===== src/rtl/jt6295_pkg.sv =====
// Shared constants and FSM encoding for the jt6295 CPU command sequencer.
package jt6295_pkg;
  localparam int ADDR_W         = 18;
  localparam int CMD_PHRASE_BIT = 7;
  localparam int HDR_BYTES      = 6;

  typedef enum logic [1:0] {
    ST_IDLE,
    ST_PHRASE,
    ST_FETCH,
    ST_ISSUE
  } state_t;
endpackage


===== src/rtl/jt6295_cmd_fifo.sv =====
// Synchronous show-ahead byte FIFO; a push on a full FIFO is discarded.
module jt6295_cmd_fifo #(
  parameter int QAW = 2
) (
  input  logic       clk,
  input  logic       rstn,
  input  logic       push,
  input  logic       pop,
  input  logic [7:0] wdata,
  output logic [7:0] rdata,
  output logic       full,
  output logic       empty
);
  logic [7:0]     mem [2**QAW];
  logic [QAW-1:0] wr_ptr, rd_ptr;
  logic [QAW:0]   cnt;
  logic           do_push, do_pop;

  assign full    = cnt == (QAW+1)'(2**QAW);
  assign empty   = cnt == '0;
  assign do_push = push & ~full;
  assign do_pop  = pop & ~empty;
  assign rdata   = mem[rd_ptr];

  always_ff @(posedge clk) begin
    if (do_push) mem[wr_ptr] <= wdata;
  end

  always_ff @(posedge clk or negedge rstn) begin
    if (!rstn) begin
      wr_ptr <= '0;
      rd_ptr <= '0;
      cnt    <= '0;
    end else begin
      if (do_push) wr_ptr <= wr_ptr + QAW'(1);
      if (do_pop)  rd_ptr <= rd_ptr + QAW'(1);
      case ({do_push, do_pop})
        2'b10:   cnt <= cnt + (QAW+1)'(1);
        2'b01:   cnt <= cnt - (QAW+1)'(1);
        default: cnt <= cnt;
      endcase
    end
  end
endmodule


===== src/rtl/jt6295_cmd_seq.sv =====
// CPU command sequencer: queues CPU bytes, fetches phrase headers, and drives
// level start/stop requests to the channel serialiser.
//   state  | meaning
//   IDLE   | pop next byte: phrase select or stop mask
//   PHRASE | wait for channel mask / attenuation byte
//   FETCH  | read 6 header bytes from ROM
//   ISSUE  | validate header, raise start for idle channels
import jt6295_pkg::*;

module jt6295_cmd_seq #(
  parameter int QAW    = 2,
  parameter int HDR_AW = 10
) (
  input  logic              clk,
  input  logic              rstn,
  input  logic              wrn,
  input  logic [7:0]        din,
  output logic [HDR_AW-1:0] rom_addr,
  output logic              rom_cs,
  input  logic [7:0]        rom_data,
  input  logic              rom_ok,
  output logic [ADDR_W-1:0] start_addr,
  output logic [ADDR_W-1:0] stop_addr,
  output logic [3:0]        att,
  output logic [3:0]        start,
  output logic [3:0]        stop,
  input  logic [3:0]        busy,
  input  logic [3:0]        ack,
  output logic              ovf,
  output logic              hdr_err
);
  state_t            state;
  logic              wrn_q, wr_pend;
  logic [7:0]        wr_byte, q_byte;
  logic              q_full, q_empty, pop;
  logic [3:0]        stop_set;
  logic [6:0]        phrase;
  logic [3:0]        mask, att_l;
  logic [2:0]        k;
  logic              settle;
  logic [ADDR_W-1:0] hdr_start, hdr_stop;

  always_ff @(posedge clk or negedge rstn) begin
    if (!rstn) begin
      wrn_q   <= 1'b1;
      wr_pend <= 1'b0;
      wr_byte <= '0;
      ovf     <= 1'b0;
    end else begin
      wrn_q   <= wrn;
      wr_pend <= wrn_q & ~wrn;
      if (wrn_q & ~wrn) wr_byte <= din;
      ovf     <= wr_pend & q_full;
    end
  end

  jt6295_cmd_fifo #(.QAW(QAW)) u_fifo (
    .clk   (clk),
    .rstn  (rstn),
    .push  (wr_pend),
    .pop   (pop),
    .wdata (wr_byte),
    .rdata (q_byte),
    .full  (q_full),
    .empty (q_empty)
  );

  // Holding IDLE while any start is pending keeps the issued outputs stable.
  assign pop = ~q_empty & ((state == ST_IDLE && start == 4'd0) || state == ST_PHRASE);
  assign stop_set = (state == ST_IDLE && pop && !q_byte[CMD_PHRASE_BIT]) ? q_byte[6:3] : 4'd0;

  always_ff @(posedge clk or negedge rstn) begin
    if (!rstn) begin
      state      <= ST_IDLE;
      phrase     <= '0;
      mask       <= '0;
      att_l      <= '0;
      k          <= '0;
      settle     <= 1'b0;
      hdr_start  <= '0;
      hdr_stop   <= '0;
      rom_addr   <= '0;
      rom_cs     <= 1'b0;
      start_addr <= '0;
      stop_addr  <= '0;
      att        <= '0;
      start      <= '0;
      stop       <= '0;
      hdr_err    <= 1'b0;
    end else begin
      hdr_err <= 1'b0;
      stop    <= (stop & busy) | stop_set;
      start   <= start & ~ack;
      case (state)
        ST_IDLE: begin
          if (pop && q_byte[CMD_PHRASE_BIT]) begin
            phrase <= q_byte[6:0];
            state  <= ST_PHRASE;
          end
        end
        ST_PHRASE: begin
          if (pop) begin
            mask  <= q_byte[7:4];
            att_l <= q_byte[3:0];
            if (q_byte[7:4] == 4'd0) begin
              state <= ST_IDLE;
            end else begin
              state    <= ST_FETCH;
              k        <= '0;
              rom_addr <= HDR_AW'({phrase, 3'd0});
              rom_cs   <= 1'b1;
              settle   <= 1'b1;
            end
          end
        end
        ST_FETCH: begin
          // rom_ok may still refer to the previous address for one cycle
          if (settle) begin
            settle <= 1'b0;
          end else if (rom_ok) begin
            case (k)
              3'd0:    hdr_start[17:16] <= rom_data[1:0];
              3'd1:    hdr_start[15:8]  <= rom_data;
              3'd2:    hdr_start[7:0]   <= rom_data;
              3'd3:    hdr_stop[17:16]  <= rom_data[1:0];
              3'd4:    hdr_stop[15:8]   <= rom_data;
              default: hdr_stop[7:0]    <= rom_data;
            endcase
            if (k == 3'(HDR_BYTES-1)) begin
              rom_cs <= 1'b0;
              state  <= ST_ISSUE;
            end else begin
              k        <= k + 3'd1;
              rom_addr <= rom_addr + HDR_AW'(1);
              settle   <= 1'b1;
            end
          end
        end
        default: begin
          if (hdr_stop <= hdr_start) begin
            hdr_err <= 1'b1;
          end else begin
            start      <= mask & ~busy & ~stop;
            start_addr <= hdr_start;
            stop_addr  <= hdr_stop;
            att        <= att_l;
          end
          state <= ST_IDLE;
        end
      endcase
    end
  end
endmodule


===== config.mk =====
export PLATFORM = sky130hd
export DESIGN_NAME = jt6295_cmd_seq
export DESIGN_NICKNAME = d
export VERILOG_FILES = /design/src/rtl/jt6295_pkg.sv /design/src/rtl/jt6295_cmd_fifo.sv /design/src/rtl/jt6295_cmd_seq.sv
export SDC_FILE = /design/constraint.sdc
export NUM_CORES = 1
export LEC_CHECK = 0
export CORE_MARGIN = 5
export CORE_UTILIZATION = 40
export CTS_CLUSTER_DIAMETER = 50
export DETAILED_ROUTE_END_ITERATION = 8
export GPL_ROUTABILITY_DRIVEN = 0
export GPL_TIMING_DRIVEN = 0
export PLACE_DENSITY = 0.61
export SYNTH_ARGS = -nofsm -noshare
export SYNTH_HDL_FRONTEND = slang
export SYNTH_SLANG_ARGS = --single-unit

===== constraint.sdc =====
create_clock -name clk -period 6.4 [get_ports clk]
set_input_delay 0.96 -clock clk [delete_from_list [all_inputs] [get_ports clk]]
set_output_delay 0.96 -clock clk [all_outputs]
set_load 0.005 [all_outputs]

Fig. 1: run 1, met3 routing
Bar = 50 um.
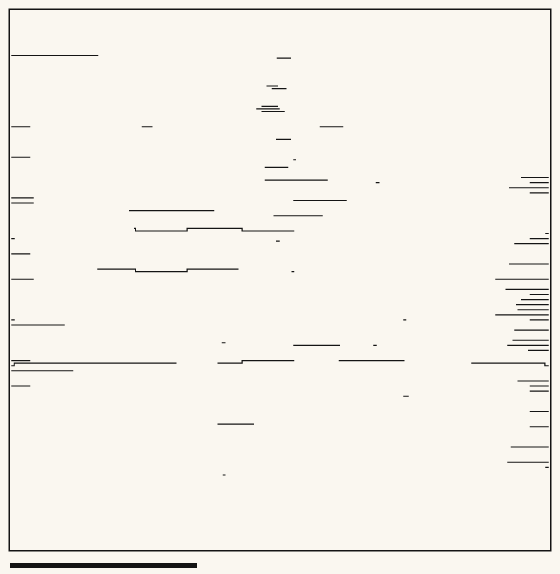
wire length on this layer: 628 um
share of all routed wire: 4.3%
main direction: horizontal
longest straight run: 43.2 um

Fig. 2: run 1, selected gate families
Bar = 50 um.
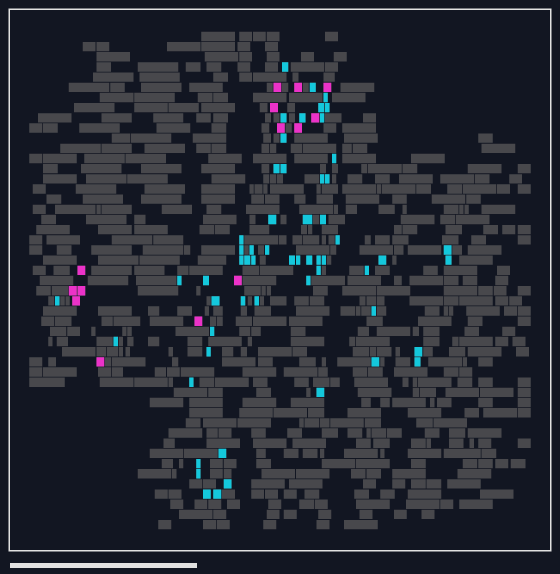
[cyan] nand cells | cells: 57
[magenta] and/or cells | cells: 14

Fig. 3: run 1, placed standard cells
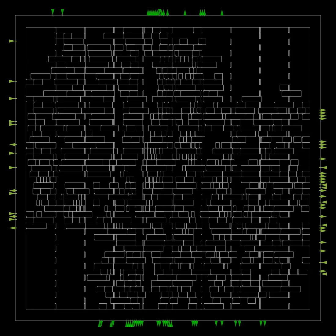
count of filler cells inserted in the layout: 1571
share of the final layout cell area in sequential cells: 0.484

==> CHANGELOG.md, run 1 <==
### Implementation results

- Fraction of final layout cells sized beyond drive strength 1: 0.236
- Reg-to-Reg End: stop_addr[14]
- Cell class ranked first by area: flip-flops and latches
- CP bufs+invs: 3
- Place WS: 3.27 ns
- Proportion of power drawn by the clock network: 0.245
- Category of the worst setup path capture point: flop
- Most frequent cell after synthesis: dfrtp_1
- Core utilization before placement: 0.404
- Seq share, synth: 0.600
- Instance tally after logic synthesis: slightly above 500
- # nets final: 690
- Logic share of the area: 0.299
- Async set-reset flop share out of synthesis: 0.808
- TritonCTS Sinks: 167
- Vias in the first global route: between 4000 and 5000
- Overall power consumption: 3.80 mW
- Switch Pwr: roughly 1.3 mW
- Logic Gate Count: about 310
- Tap cell instance count: 229
- Launching element type of the critical path: flop
- Hold wc startpoint: mask[3]
- Crit-path leading delay family: AND-OR/OR-AND gates
- Worst Hold Class: reg2reg
- Cell at the root of the clock tree: clkbuf_16
- Clock tree buffer count of the final layout: 20
- Non-clock buffers, area share: 0.111
- Number of I/O port buffers: 88
- Area leader, netlist: dfrtp_1
- Routed length on met2: about 7900 um
- Synth top cells by count: dfrtp_1 (134), mux2_2 (98), ha_1 (34)
- Aggregate global routing overflow: 0
- End point of the most critical hold path: mask[3]
- Pins Over Slew Limit: 0
- Floorplan die height: between 100 and 150 um
- Total global-route track usage: 0.151
- Hold violation total from the final report: 0
- XORs/XNORs by Area: 0.00727
- Master of the slowest instance on the critical path: mux2_2
- Clock insertion delay at the later pin of the skew report: around 0.42 ns
- Leading power group: registers
- Highest-count logic cell in the final layout: dfrtp_1
- Average routed wire per standard cell: 17.0 um
- Power per cell area: about 420 mW/mm2
- Final-layout worst hold slack: 0.494 ns
- Total of flip-flops plus latches after synthesis: 167
- Total cells reported by yosys after synthesis: about 520
- FFs & Latches: around 170
- Final worst path period share: 0.417
- Achievable Freq: 374 MHz
- Fraction of power consumed by sequential logic: 0.408
- Logic inverters: 33
- Mean post-synth cell area: 13.9 um2
- Clock network power consumption: 0.931 mW
- Detail-routed via count per cell: approximately 5.1
- Logic depth of the worst register-to-register path: 9
- Cells traversed along the worst timing path: inv_1 > ha_1 > a21o_1 > a21o_1 > a211oi_1 > a21o_1 > buf_2 > buf_2 > mux2_2
- Cell internal pwr: 2.55 mW
- Remaining routing DRC violations: 0
- Post-route minimum period: ~2.7 ns
- First-pass detailed-route iteration total: 4
- Depth of the CTS H-tree: 4
- Status: finished clean
- Arrival time worst endpoint: slightly below 3 ns
- Post-layout util: 0.501
- Switching fraction of total power: 0.330
- Number of OpenROAD warnings: 36
- Via count: between 4000 and 5000
- Maximum clock skew at final layout: about 0.010 ns
- Row Count: 49
- Cell repeated most along the worst path: a21o_1
- Sum of met3 wire segment lengths after detailed routing: roughly 630 um
- Met3 capacity usage during global routing: 0.0370
- Grt met1 use: 0.178
- Summed standard-cell area reported by yosys: approximately 0.0072 mm2
- Number of synthesis warnings: 0
- Leakage power total: approximately 4.0 nW
- Number of non-filler instances in the completed layout: between 800 and 900
- Combinational power share: 0.347
Fig. 4: run 1, cell area per tile
The die is cut into 14 by 14 equal tiles; black is low, pale yellow is high, 0 to 100% covered.
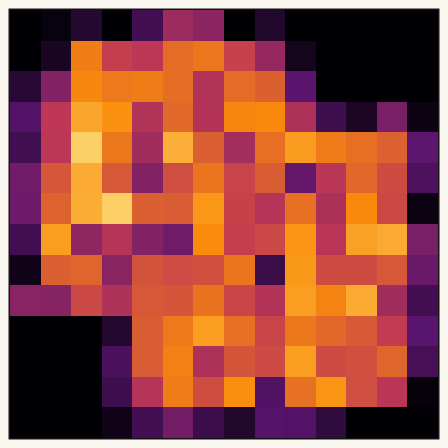

==> inputs of run 2 (changes only) <==
==> constraint.sdc (replaced) <==
create_clock -name clk -period 2.64 [get_ports clk]
set_input_delay 0.396 -clock clk [delete_from_list [all_inputs] [get_ports clk]]
set_output_delay 0.396 -clock clk [all_outputs]
set_load 0.005 [all_outputs]
Fig. 5: run 2, cell area per tile
The die is cut into 14 by 14 equal tiles; black is low, pale yellow is high, 0 to 100% covered.
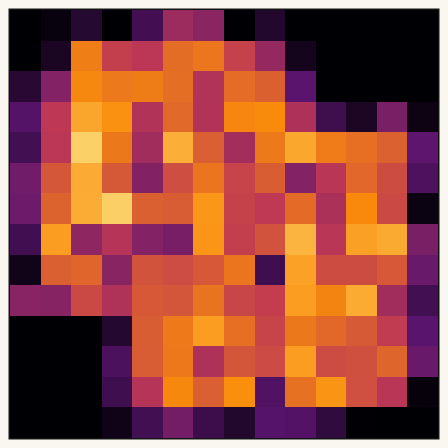
tiles over 75% full: 11%
mean over tiles: 42%
nearly empty tiles: 17%
fullest tile: 90%

Fig. 6: run 2, port wiring
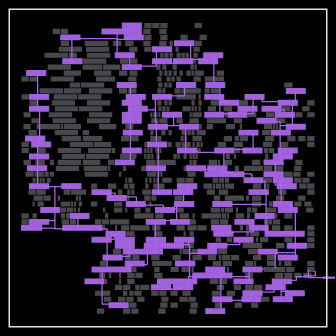
[purple] rstn | bits: 1 | direction: input | edge: east | end cells: 135 | buffers: 3 | wire: 1020 um

==> run 2 against run 1 <==
Worst hold slack got worse by 0.088 ns. Sequential cell count unchanged. Critical endpoint is now start_addr[17]. Setup slack lost 3.5 ns. Clock power is 140% higher.
==> CHANGELOG.md, run 2 <==
### Implementation results

- Summed standard-cell area reported by yosys: 0.00723 mm2 (unchanged)
- Hold wc startpoint: wrn
- Maximum clock skew at final layout: 0.0115 ns (+0.00114 ns)
- Crit-path leading delay family: AND-OR/OR-AND gates
- Hold violation total from the final report: 0 (unchanged)
- Cell internal pwr: 6.20 mW (+140%)
- Vias in the first global route: 4588 (unchanged)
- Arrival time worst endpoint: 2.74 ns (-0.23 ns)
- Clock tree buffer count of the final layout: 20 (unchanged)
- Final worst path period share: 0.924 (+0.507)
- Highest-count logic cell in the final layout: dfrtp_1
- Category of the worst setup path capture point: flop
- Number of OpenROAD warnings: 36 (unchanged)
- Number of I/O port buffers: 88 (unchanged)
- Seq share, synth: 0.600 (unchanged)
- Cell class ranked first by area: flip-flops and latches
- Ports placed on the boundary: 89
- FFs & Latches: 167 (unchanged)
- End point of the most critical hold path: wrn_q
- CP bufs+invs: 3 (unchanged)
- Cell at the root of the clock tree: clkbuf_16
- Combinational power share: 0.349 (+0.002)
- Post-layout util: 0.504 (+0.00321)
- Area leader, netlist: dfrtp_1
- Floorplan die height: 144 um (unchanged)
- Synth top cells by count: dfrtp_1 (134), mux2_2 (98), ha_1 (34)
- TritonCTS Sinks: 167 (unchanged)
- First-pass detailed-route iteration total: 4 (unchanged)
- Mean post-synth cell area: 13.9 um2 (unchanged)
- Cells traversed along the worst timing path: inv_1 > ha_1 > nand4_1 > o21bai_1 > a31oi_1 > o31ai_2 > a21o_1 > clkbuf_4 > buf_4 > mux2_2
- Clock insertion delay at the later pin of the skew report: 0.42 ns (about the same)
- Non-clock buffers, area share: 0.114 (+0.00304)
- Switching fraction of total power: 0.330 (about the same)
- Total of flip-flops plus latches after synthesis: 167 (unchanged)
- Place WS: -0.0926 ns (-3.36 ns)
- Instance tally after logic synthesis: 519 (unchanged)
- Power per cell area: 1020 mW/mm2 (+140%)
- Core utilization before placement: 0.404 (unchanged)
- Status: finished clean
- Async set-reset flop share out of synthesis: 0.808 (unchanged)
- Tap cell instance count: 229 (unchanged)
- Logic depth of the worst register-to-register path: 10 (+1)
- Total global-route track usage: 0.151 (about the same)
- Fraction of final layout cells sized beyond drive strength 1: 0.245 (+0.00899)
- Depth of the CTS H-tree: 4 (unchanged)
- Number of synthesis warnings: 0 (unchanged)
- Post-route minimum period: 2.44 ns (-0.231 ns)
- Proportion of power drawn by the clock network: 0.243 (-0.002)
- Final-layout worst hold slack: 0.407 ns (-0.0876 ns)
- Total cells reported by yosys after synthesis: 519 (unchanged)
- Switch Pwr: 3.05 mW (+140%)
- Count of filler cells inserted in the layout: 1566 (-0.32%)
- Number of non-filler instances in the completed layout: 870 (+0.12%)
- Worst Hold Class: in2reg
- Aggregate global routing overflow: 0 (unchanged)
- Overall power consumption: 9.24 mW (+140%)
- Most frequent cell after synthesis: dfrtp_1
- Fraction of power consumed by sequential logic: 0.407 (about the same)
- Leading power group: registers
- Remaining routing DRC violations: 0 (unchanged)
- Leakage power total: 4.04 nW (+0.45%)
- Logic Gate Count: 305 (unchanged)
- Routed length on met2: 7830 um (-0.25%)
- Sum of met3 wire segment lengths after detailed routing: 608 um (-3.2%)
- Achievable Freq: 410 MHz (+9.5%)
- # nets final: 691 (+0.14%)
- Grt met1 use: 0.179 (+0.000428)
- Clock network power consumption: 2.25 mW (+140%)
- Row Count: 49 (unchanged)
- Pins Over Slew Limit: 0 (unchanged)
- Average routed wire per standard cell: 17.0 um (about the same)
- XORs/XNORs by Area: 0.00727 (unchanged)
Fig. 7: run 2, met3 routing
Bar = 50 um.
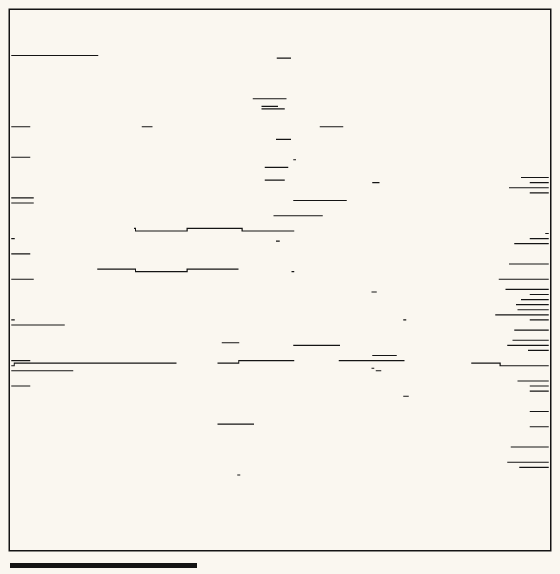
via count: 4409
Post-Route WL: 14800 um
met3 capacity usage during global routing: 0.0370

No activity file was given, so power comes from the tool's default toggle rates.
